`src/rtl/mux_sign_bit_pkg.sv`:
```
// Shared fp32 constants and types for the sign-bit ReLU datapath.
package mux_sign_bit_pkg;

    localparam int unsigned FP32_WIDTH    = 32;
    localparam int unsigned FP32_SIGN_BIT = 31;
    localparam int unsigned CNT_WIDTH     = 32;

    typedef logic [FP32_WIDTH-1:0] fp32_t;

    localparam fp32_t FP32_POS_ZERO = 32'h0000_0000;
    localparam fp32_t FP32_NEG_ZERO = 32'h8000_0000;

endpackage : mux_sign_bit_pkg

```
`src/rtl/mux_sign_bit_skid.sv`:
```
// Generic 2-entry skid buffer: one output register plus one skid register,
// with a registered in_ready that drops once the skid entry is occupied.
module mux_sign_bit_skid #(
    parameter int unsigned DW = 33
) (
    input  logic          clk,
    input  logic          rst_n,
    input  logic          in_valid,
    output logic          in_ready,
    input  logic [DW-1:0] in_data,
    output logic          out_valid,
    input  logic          out_ready,
    output logic [DW-1:0] out_data
);

    logic [DW-1:0] r_main;
    logic          r_main_valid;
    logic [DW-1:0] r_skid;
    logic          r_skid_valid;
    logic          r_in_ready;

    logic [DW-1:0] w_main_n;
    logic          w_main_valid_n;
    logic [DW-1:0] w_skid_n;
    logic          w_skid_valid_n;
    logic          w_in_ready_n;
    logic          w_accept;
    logic          w_out_free;

    // Next-state: refill the output register from skid first, then from input.
    always_comb begin
        w_main_n       = r_main;
        w_main_valid_n = r_main_valid;
        w_skid_n       = r_skid;
        w_skid_valid_n = r_skid_valid;
        w_accept       = in_valid & r_in_ready;
        w_out_free     = ~r_main_valid | out_ready;

        if (w_out_free) begin
            if (r_skid_valid) begin
                // in_ready is low whenever skid is full, so no accept here
                w_main_n       = r_skid;
                w_main_valid_n = 1'b1;
                w_skid_valid_n = 1'b0;
            end else if (w_accept) begin
                w_main_n       = in_data;
                w_main_valid_n = 1'b1;
            end else begin
                w_main_valid_n = 1'b0;
            end
        end else if (w_accept) begin
            w_skid_n       = in_data;
            w_skid_valid_n = 1'b1;
        end

        w_in_ready_n = ~w_skid_valid_n;
    end

    // State registers; reset discards any held words.
    always_ff @(posedge clk or negedge rst_n) begin
        if (!rst_n) begin
            r_main       <= '0;
            r_main_valid <= 1'b0;
            r_skid       <= '0;
            r_skid_valid <= 1'b0;
            r_in_ready   <= 1'b1;
        end else begin
            r_main       <= w_main_n;
            r_main_valid <= w_main_valid_n;
            r_skid       <= w_skid_n;
            r_skid_valid <= w_skid_valid_n;
            r_in_ready   <= w_in_ready_n;
        end
    end

    assign in_ready  = r_in_ready;
    assign out_valid = r_main_valid;
    assign out_data  = r_main;

endmodule : mux_sign_bit_skid

```
`src/rtl/mux_sign_bit_relu.sv`:
```
// Streaming sign-bit ReLU: negative words (sign bit set) become ZERO_VALUE,
// others pass unchanged; the result and a clamp flag go through a skid buffer.
// Optional macro MUX_SIGN_BIT_RELU_CNT_EN adds a saturating clamp_count port.
module mux_sign_bit_relu
    import mux_sign_bit_pkg::*;
#(
    parameter int unsigned      WIDTH      = FP32_WIDTH,
    parameter logic [WIDTH-1:0] ZERO_VALUE = '0
) (
    input  logic             clk,
    input  logic             rst_n,
    input  logic             in_valid,
    output logic             in_ready,
    input  logic [WIDTH-1:0] in_data,
    output logic             out_valid,
    input  logic             out_ready,
    output logic [WIDTH-1:0] out_data,
    output logic             out_clamp
`ifdef MUX_SIGN_BIT_RELU_CNT_EN
    ,
    output logic [CNT_WIDTH-1:0] clamp_count
`endif
);

    localparam int unsigned DW = WIDTH + 1;

    logic             w_clamp;
    logic [WIDTH-1:0] w_relu;
    logic [DW-1:0]    w_skid_out;

    // Sign-bit mux: decision is purely on the MSB, NaN/inf included.
    always_comb begin
        w_clamp = in_data[WIDTH-1];
        w_relu  = w_clamp ? ZERO_VALUE : in_data;
    end

    mux_sign_bit_skid #(
        .DW (DW)
    ) u_skid (
        .clk       (clk),
        .rst_n     (rst_n),
        .in_valid  (in_valid),
        .in_ready  (in_ready),
        .in_data   ({w_clamp, w_relu}),
        .out_valid (out_valid),
        .out_ready (out_ready),
        .out_data  (w_skid_out)
    );

    assign out_data  = w_skid_out[WIDTH-1:0];
    assign out_clamp = w_skid_out[WIDTH];

`ifdef MUX_SIGN_BIT_RELU_CNT_EN
    logic [CNT_WIDTH-1:0] r_clamp_count;

    // Count clamped words as they leave; hold at all-ones.
    always_ff @(posedge clk or negedge rst_n) begin
        if (!rst_n) begin
            r_clamp_count <= '0;
        end else if (out_valid && out_ready && out_clamp && (r_clamp_count != '1)) begin
            r_clamp_count <= r_clamp_count + CNT_WIDTH'(1);
        end
    end

    assign clamp_count = r_clamp_count;
`endif

endmodule : mux_sign_bit_relu

```
`config.mk`:
```
export PLATFORM = sky130hd
export DESIGN_NAME = mux_sign_bit_relu
export DESIGN_NICKNAME = d
export VERILOG_FILES = /design/src/rtl/mux_sign_bit_pkg.sv /design/src/rtl/mux_sign_bit_skid.sv /design/src/rtl/mux_sign_bit_relu.sv
export SDC_FILE = /design/constraint.sdc
export NUM_CORES = 1
export LEC_CHECK = 0
export CAP_MARGIN = 20
export CORE_UTILIZATION = 50
export CTS_CLUSTER_DIAMETER = 40
export DETAILED_ROUTE_END_ITERATION = 8
export PLACE_DENSITY = 0.85
export SKIP_LAST_GASP = 1
export SLEW_MARGIN = 20
export SYNTH_ARGS = -nofsm -noshare
export SYNTH_HDL_FRONTEND = slang
export SYNTH_SLANG_ARGS = --single-unit
```
`constraint.sdc`:
```
create_clock -name clk -period 1.6 [get_ports clk]
set_input_delay 0.24 -clock clk [delete_from_list [all_inputs] [get_ports clk]]
set_output_delay 0.24 -clock clk [all_outputs]
set_load 0.1 [all_outputs]
```
==> tab_implementation.tex <==
% Table of physical implementation metrics
\begin{tabular}{lr}
\hline
Metric & Value \\
\hline
\multicolumn{2}{l}{\textbf{Synthesis}} \\
\quad Synthesized instance count & 285 \\
\quad Simple-gate area share of the yosys netlist & 0.147 \\
\quad Adder-cell area share of the yosys netlist & 0 \\
\quad Post-synth regs & 67 \\
\quad Average cell area after synthesis & 10.9 um2 \\
\quad Compound-Gate Fraction of Synth Area & 0.105 \\
\quad Yosys cell count & 285 \\
\quad Yosys warns & 0 \\
\quad Tally of unique sky130hd cells used after synthesis & 17 \\
\multicolumn{2}{l}{\textbf{Final layout}} \\
\quad Number of multi-input logic gates & 196 \\
\quad Area growth, synth to finish & 45.4\% \\
\quad Fillcell total & 364 \\
\quad Number of buffers outside the clock class in the layout & 84 \\
\quad Nets & 395 \\
\quad Share of cells above drive strength 1 & 0.288 \\
\quad Logic area & 1290 um2 \\
\quad Seq. cell area & 1680 um2 \\
\quad Biggest area consumer among cell classes & flip-flops and latches \\
\quad Number of non-clock inverters & 1 \\
\quad Final clock-cell share & 0.0467 \\
\multicolumn{2}{l}{\textbf{Worst setup path}} \\
\quad Crit path cell chain & a21oi\_4, nor2b\_4, buf\_12, buf\_12, mux2\_4 \\
\quad Crit-path leading delay family & flip-flops \\
\quad Critical path launch point type & flip-flop \\
\quad Cell with the most instances on the worst path & sky130\_fd\_sc\_hd\_\_buf\_12 \\
\quad Reg2Reg Depth & 5 \\
\quad Path type of the worst setup path & flip-flop to flip-flop \\
\quad CP Capture Type & flip-flop \\
\quad Buf+Inv Stages, Crit Path & 2 \\
\quad Timing endpoint of the critical path & u\_skid.out\_data[5] \\
\quad End of the worst register-to-register path & u\_skid.out\_data[5] \\
\multicolumn{2}{l}{\textbf{Global route}} \\
\quad Layer with the highest usage & met2 \\
\quad Met2 usage & 0.349 \\
\quad First-pass GRT wire length & 10700 um \\
\quad Global-route met1 utilization & 0.299 \\
\quad Grt ovf & 0 \\
\multicolumn{2}{l}{\textbf{STA}} \\
\quad Number of failing setup endpoints in the final timing report & 0 \\
\quad Final worst path period need & 1580 ps \\
\quad Hold Violations, Final & 0 \\
\quad Fin Clk Skew & 9.11 ps \\
\quad Setup tns final & 0 ps \\
\quad Maximum achievable frequency & 0.634 GHz \\
\multicolumn{2}{l}{\textbf{Drt}} \\
\quad Count of antenna-violating nets left after detailed routing & 0 \\
\quad Vias/cell & 5.16 \\
\quad Routed metal-1 wire length & 3010 um \\
\quad Max layer used & met4 \\
\quad Met3 wire length & 221 um \\
\multicolumn{2}{l}{\textbf{Power and ir drop}} \\
\quad Leak & 2.03 nW \\
\quad Maximum VDD drop & 0.00115 V \\
\multicolumn{2}{l}{\textbf{Place}} \\
\quad Routability congestion estimate from global placement & 0.743 \\
\quad Hpwl dp & 4240 um \\
\quad DP Cell Count & 418 \\
\quad Area after detailed placement & 4220 um2 \\
\multicolumn{2}{l}{\textbf{Floorplanning}} \\
\quad Die outline height & 80.9 um \\
\quad FP Core Util & 0.522 \\
\quad Ports & 71 \\
\multicolumn{2}{l}{\textbf{Hold path}} \\
\quad Min-Delay Path Class & primary input to asynchronous set/reset pin \\
\multicolumn{2}{l}{\textbf{Clocking}} \\
\quad Cts hold-fix bufs & 1 \\
\quad H-tree depth & 3 \\
\multicolumn{2}{l}{\textbf{Run}} \\
\quad Total number of warnings across the stage logs & 27 \\
\multicolumn{2}{l}{\textbf{Run status}} \\
\quad Outcome & finished, final reports clean \\
\hline
\end{tabular}
[cell usage after synthesis (all sizes together)]
library cell	instances	share of area
conb	1	0.0012
nand2b	32	0.064
o21ai	62	0.10
or2	1	0.0020
nand2	63	0.076
a21oi	1	0.0052
clkbuf	15	0.018
mux2	34	0.16
dfstp	1	0.0084
nor2b	1	0.0020
nand4b	1	0.0028
buf	6	0.029
inv	1	0.0012
dfrtp	66	0.53
[registers in the layout, summed over array words and instances (netlist names)]
name / cells
u_skid.out_valid: 1
u_skid.r_skid: 32
u_skid.in_ready: 1
u_skid.r_skid_valid: 1
u_skid.out_data: 32
[where the power goes]
group | internal, W | switching, W
Combinational | 0.00135 | 0.00200
Clock | 0.000811 | 0.000677
Sequential | 0.00206 | 0.000343
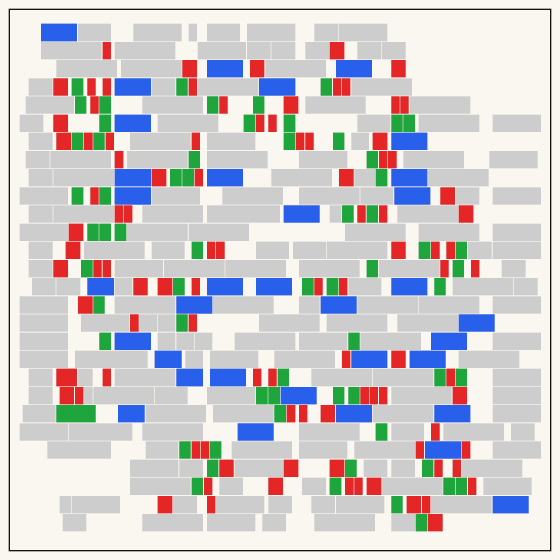
(gate-type map)
Red marks nand cells, cells 96, most used nand2_1, where all over the die. Green marks aoi and oai cells, cells 63, most used o21ai_0, where all over the die. Blue marks mux cells, cells 34, most used mux2_4.

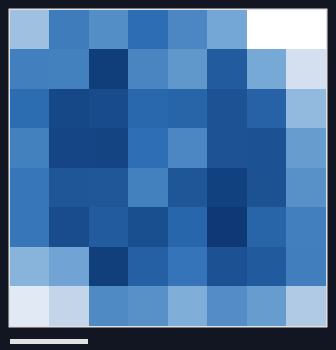
(placement density heat map)
Bar = 20 um. 8 x 8 tiles, from white (low) to dark blue (high), 0 to 100% covered.
3.1% of the tiles are nearly empty. The emptiest ninth of the die: north-east. The mean over all tiles is 68%. The fullest tile reaches 96%. 45% of the tiles are over 75% full.

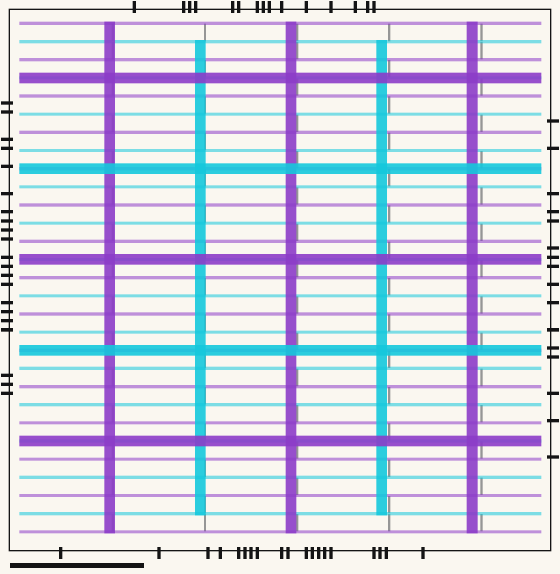
(PDN straps and rails)
Bar = 20 um. Pins as bars on the die edge. Tap cells in grey.
Cyan marks VDD. Purple marks VSS.
29 met1 rails follow the rows. 5 straps on met5.

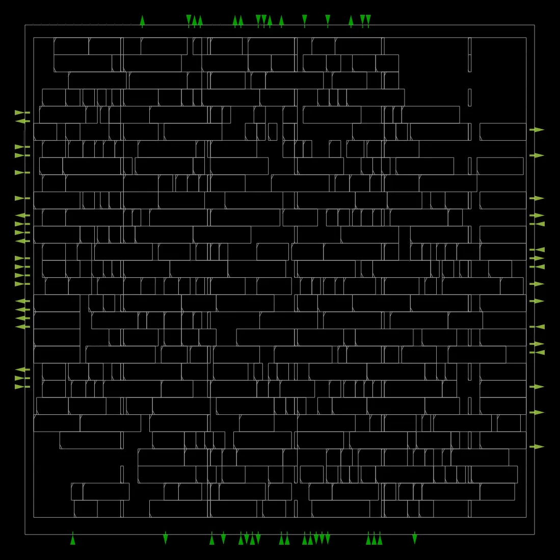
(cell outlines without signal wires)
well-tap cell count: 75
Cell Count, Final, Fillers Out: 439
final core utilization: 0.759
count of sequential standard cells: 67
placeable core region: 5960 um2

Power figures rest on the tool's default switching activity, not on a simulated workload.
